--- src/rtl/barrel_rotr_pipe.sv ---
// Pipelined right rotator / logical right shifter with valid/ready handshakes.
// Stage k resolves amount bit k (shift by 2^k); one global stall freezes the whole pipe.
module barrel_rotr_pipe #(
   parameter int WIDTH = 8,
   parameter int LOG2W = 3
) (
   input  logic             clk,
   input  logic             rst_n,
   input  logic             in_valid,
   output logic             in_ready,
   input  logic [WIDTH-1:0] in_data,
   input  logic [LOG2W-1:0] in_amt,
   input  logic             in_mode,
   output logic             out_valid,
   input  logic             out_ready,
   output logic [WIDTH-1:0] out_data,
   output logic             out_mode
);

   // Index k is the input of stage k; index LOG2W is the output of the last stage.
   logic             pipe_valid [LOG2W+1];
   logic [WIDTH-1:0] pipe_data  [LOG2W+1];
   logic             pipe_mode  [LOG2W+1];
   // Remaining amount entering stage k, already shifted so its bit 0 is amount bit k.
   logic [LOG2W-1:0] pipe_amt   [LOG2W];

   logic stall;

   assign stall    = out_valid && !out_ready;
   assign in_ready = !stall;

   assign pipe_valid[0] = in_valid;
   assign pipe_data[0]  = in_data;
   assign pipe_mode[0]  = in_mode;
   assign pipe_amt[0]   = in_amt;

   generate
      for (genvar gi = 0; gi < LOG2W; gi++) begin : g_stage
         localparam int SH = 2 ** gi;

         logic             shift_en;
         logic [WIDTH-1:0] shr_data;
         logic [WIDTH-1:0] rot_data;
         logic [WIDTH-1:0] stage_result;
         logic             valid_reg;
         logic [WIDTH-1:0] data_reg;
         logic             mode_reg;

         if (gi < LOG2W - 1) begin : g_mid
            logic [LOG2W-1:0] amt_reg;

            assign shift_en = pipe_amt[gi][0];

            always_ff @(posedge clk or negedge rst_n) begin
               if (!rst_n) begin
                  amt_reg <= '0;
               end else if (!stall) begin
                  amt_reg <= pipe_amt[gi] >> 1;
               end
            end

            assign pipe_amt[gi+1] = amt_reg;
         end else begin : g_last
            // Only one amount bit is left by now; the upper bits are always zero.
            assign shift_en = |pipe_amt[gi];
         end

         assign shr_data     = pipe_data[gi] >> SH;
         assign rot_data     = shr_data | (pipe_data[gi] << (WIDTH - SH));
         assign stage_result = !shift_en ? pipe_data[gi] :
                               (pipe_mode[gi] ? shr_data : rot_data);

         always_ff @(posedge clk or negedge rst_n) begin
            if (!rst_n) begin
               valid_reg <= 1'b0;
               data_reg  <= '0;
               mode_reg  <= 1'b0;
            end else if (!stall) begin
               valid_reg <= pipe_valid[gi];
               data_reg  <= stage_result;
               mode_reg  <= pipe_mode[gi];
            end
         end

         assign pipe_valid[gi+1] = valid_reg;
         assign pipe_data[gi+1]  = data_reg;
         assign pipe_mode[gi+1]  = mode_reg;
      end
   endgenerate

   assign out_valid = pipe_valid[LOG2W];
   assign out_data  = pipe_data[LOG2W];
   assign out_mode  = pipe_mode[LOG2W];

endmodule
--- config.mk ---
export PLATFORM = sky130hd
export DESIGN_NAME = barrel_rotr_pipe
export DESIGN_NICKNAME = d
export VERILOG_FILES = /design/src/rtl/barrel_rotr_pipe.sv
export SDC_FILE = /design/constraint.sdc
export NUM_CORES = 1
export LEC_CHECK = 0
export ABC_AREA = 1
export CORE_MARGIN = 2
export CORE_UTILIZATION = 40
export CTS_BUF_LIST = sky130_fd_sc_hd__clkbuf_8
export CTS_CLUSTER_SIZE = 14
export DETAILED_ROUTE_END_ITERATION = 16
export SKIP_LAST_GASP = 1
export SLEW_MARGIN = 25
export SYNTH_ARGS = -nofsm -noshare
export SYNTH_HDL_FRONTEND = slang
export SYNTH_SLANG_ARGS = --single-unit
--- constraint.sdc ---
create_clock -name clk -period 1.7 [get_ports clk]
set_input_delay 0.34 -clock clk [delete_from_list [all_inputs] [get_ports clk]]
set_output_delay 0.34 -clock clk [all_outputs]
set_load 0.03 [all_outputs]
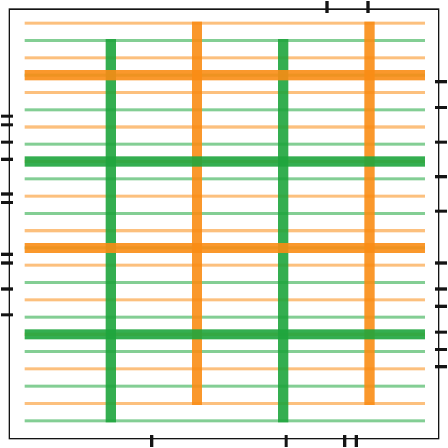
(run_1/pdn.png)
Pins as bars on the die edge.
legend:
  VSS:
    colour: green
  VDD:
    colour: orange
signal pins: 27
rows: 23
met5 straps: 4
met4 straps: 4
Peak supply drop: 419 uV
die boundary height: 67.4 um
core box area: 3940 um2
die x size: 67.4 um

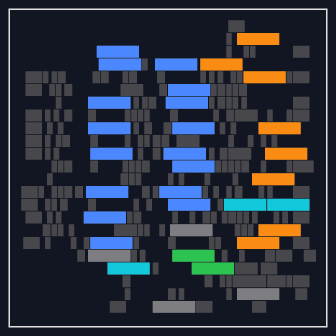
(run_1/registers.png)
Other sequential cells in the stronger grey, the rest of the logic in the fainter grey.
legend:
  out_data:
    colour: orange
    sequential_cells: 8
  g_stage.data_reg:
    colour: blue
    sequential_cells: 16
  g_stage.g_mid.amt_reg:
    colour: cyan
    sequential_cells: 3
  g_stage.valid_reg:
    colour: green
    sequential_cells: 2
not coloured: 4
power consumed by sequential cells: 1.25 mW
area taken by flip-flops and latches: 826 um2
final core utilization: 0.495

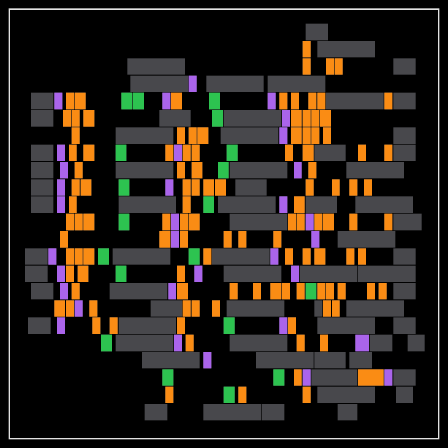
(run_1/gate_families.png)
legend:
  inverting AOI/OAI gates:
    colour: green
    cells: 19
    most_used: o21ai_1
  inverters:
    colour: purple
    cells: 33
    most_used: inv_1
  NAND gates:
    colour: orange
    cells: 115
    most_used: nand2_1

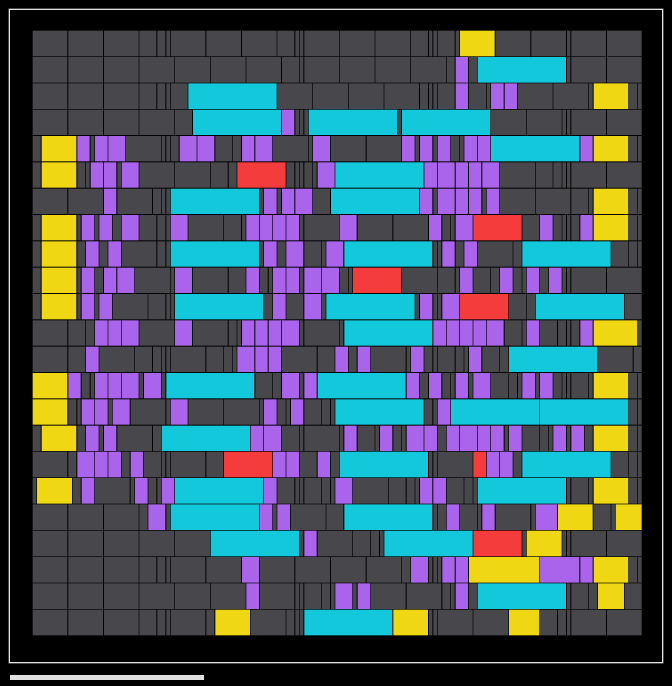
(run_1/cell_classes.png)
The bar under the picture is 20 um long. Fill, decap, tap and diode cells in grey.
legend:
  other buffers and delay cells:
    colour: yellow
    cells: 28
    share_of_their_area: 15%
  flops:
    colour: cyan
    cells: 33
    share_of_their_area: 44%
  all other logic:
    colour: purple
    cells: 167
    share_of_their_area: 37%
  clock drivers and dummy loads:
    colour: red
    cells: 7
    share_of_their_area: 4.6%
number of placement rows: 23
sequential fraction of total cell area: 0.423

==> job_summary.md, run 1 <==
## Synthesis and layout report

| Metric | Value |
|---|---|
| Clock transition time at the flip-flop clock pins of the worst setup and hold paths | `0.06 ns` |
| Routing usage on met3 | `0.0450` |
| Largest cells by area | `dfrtp_1 (51%), nand2_1 (21%), nand3_1 (7.5%)` |
| Post-layout instance area | `1950 um2` |
| Standby leakage power | `1.06 nW` |
| Top Layout Cells | `nand2_1 (90), dfrtp_1 (33), inv_1 (29)` |
| Arrival time at the worst endpoint | `1.30 ns` |
| Number of buffer and inverter instances along the worst setup path | `1` |
| Gate power share | `0.404` |
| Post-CTS Setup Repair Bufs | `0` |
| Post-synthesis sequential area ratio | `0.514` |
| Final weighted congestion in routability-driven placement | `0.761` |
| Crit path launch | `out_data[7]$_DFFE_PN0N_` |
| Slowest cell on the critical path | `clkdlybuf4s50_1` |
| MI comb area | `564 um2` |
| Buffers excl. clock | `28` |
| Run status | `finished clean` |
| Insertion delay at the late pin of the worst-skew pair | `0.28 ns` |
| Internal Power | `1.87 mW` |
| Number of synthesized register bits | `33` |
| TritonCTS clock tree | `done` |
| Most instantiated library cell after synthesis | `nand2_1` |
| Routed wire length | `2830 um` |
| Reg2reg start | `out_valid$_DFFE_PN0N_` |
| Synthesis-to-finish area growth | `21.5%` |
| Clock buffer and inverter area fraction after layout | `0.0442` |
| XOR/XNOR share of the synthesized area | `0` |
| WL/cell | `9.92 um` |
| CLK BUF | `6` |
| First drt pass iteration count | `4` |
| Via total after detailed routing | `1247` |
| Setup crit start kind | `register` |
| Multi-input gate share of the layout cell area | `0.289` |
==> run 2: changes to the inputs <==
REMOVE_ABC_BUFFERS = 1   (was unset)
==> job_summary.md, run 2 <==
## Synthesis and layout report

| Metric | Value |
|---|---|
| Setup crit start kind | `register` |
| Standby leakage power | `1.06 nW` |
| XOR/XNOR share of the synthesized area | `0` |
| Core box area | `3940 um2` |
| Gate power share | `0.409` |
| Vias per inst | `4.40` |
| Number of placement rows | `23` |
| Biggest consumer | `registers` |
| Clock buffer and inverter area fraction after layout | `0.0412` |
| Number of buffer and inverter instances along the worst setup path | `1` |
| Reg2reg start | `g_stage[1].g_mid.amt_reg[0]$_DFFE_PN0N_` |
| TritonCTS clock tree | `done` |
| Area taken by flip-flops and latches | `826 um2` |
| Largest cells by area | `dfrtp_1 (51%), nand2_1 (21%), nand3_1 (7.5%)` |
| Number of synthesized register bits | `33` |
| Total congestion overflow | `0` |
| Routing usage on met3 | `0.0517` |
| Post-CTS Setup Repair Bufs | `0` |
| Run status | `finished clean` |
| Multi-input gate share of the layout cell area | `0.290` |
| Post-layout instance area | `1940 um2` |
| Die x size | `67.4 um` |
| CLK BUF | `5` |
| Clock transition time at the flip-flop clock pins of the worst setup and hold paths | `0.07 ns` |
| First drt pass iteration count | `4` |
| Top Layout Cells | `nand2_1 (90), dfrtp_1 (33), inv_1 (31)` |
| Switching part of the total | `0.399` |
| Buffers excl. clock | `28` |
| Synthesis-to-finish area growth | `20.9%` |
| Power consumed by sequential cells | `1.26 mW` |
| Insertion delay at the late pin of the worst-skew pair | `0.28 ns` |
| Post-synthesis sequential area ratio | `0.514` |
| WL/cell | `10.2 um` |
| Most instantiated library cell after synthesis | `nand2_1` |
| Sequential fraction of total cell area | `0.425` |
| Via total after detailed routing | `1257` |
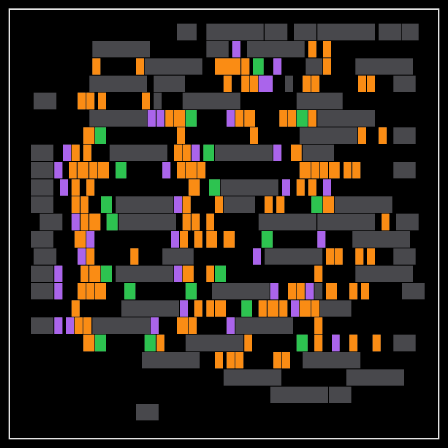
(run_2/gate_families.png)
legend:
  NAND gates:
    colour: orange
    cells: 115
    most_used: nand2_1
  inverters:
    colour: purple
    cells: 33
    most_used: inv_1
  inverting AOI/OAI gates:
    colour: green
    cells: 19
    most_used: o21ai_1

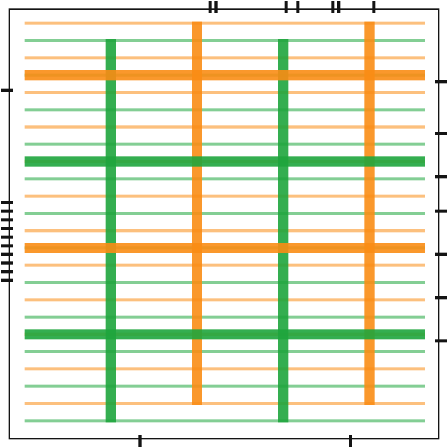
(run_2/pdn.png)
Pins as bars on the die edge.
legend:
  VSS:
    colour: green
  VDD:
    colour: orange
met4 straps: 4
signal pins: 27
met1 rails: 24
Peak supply drop: 382 uV

Power and IR drop assume default switching activity.
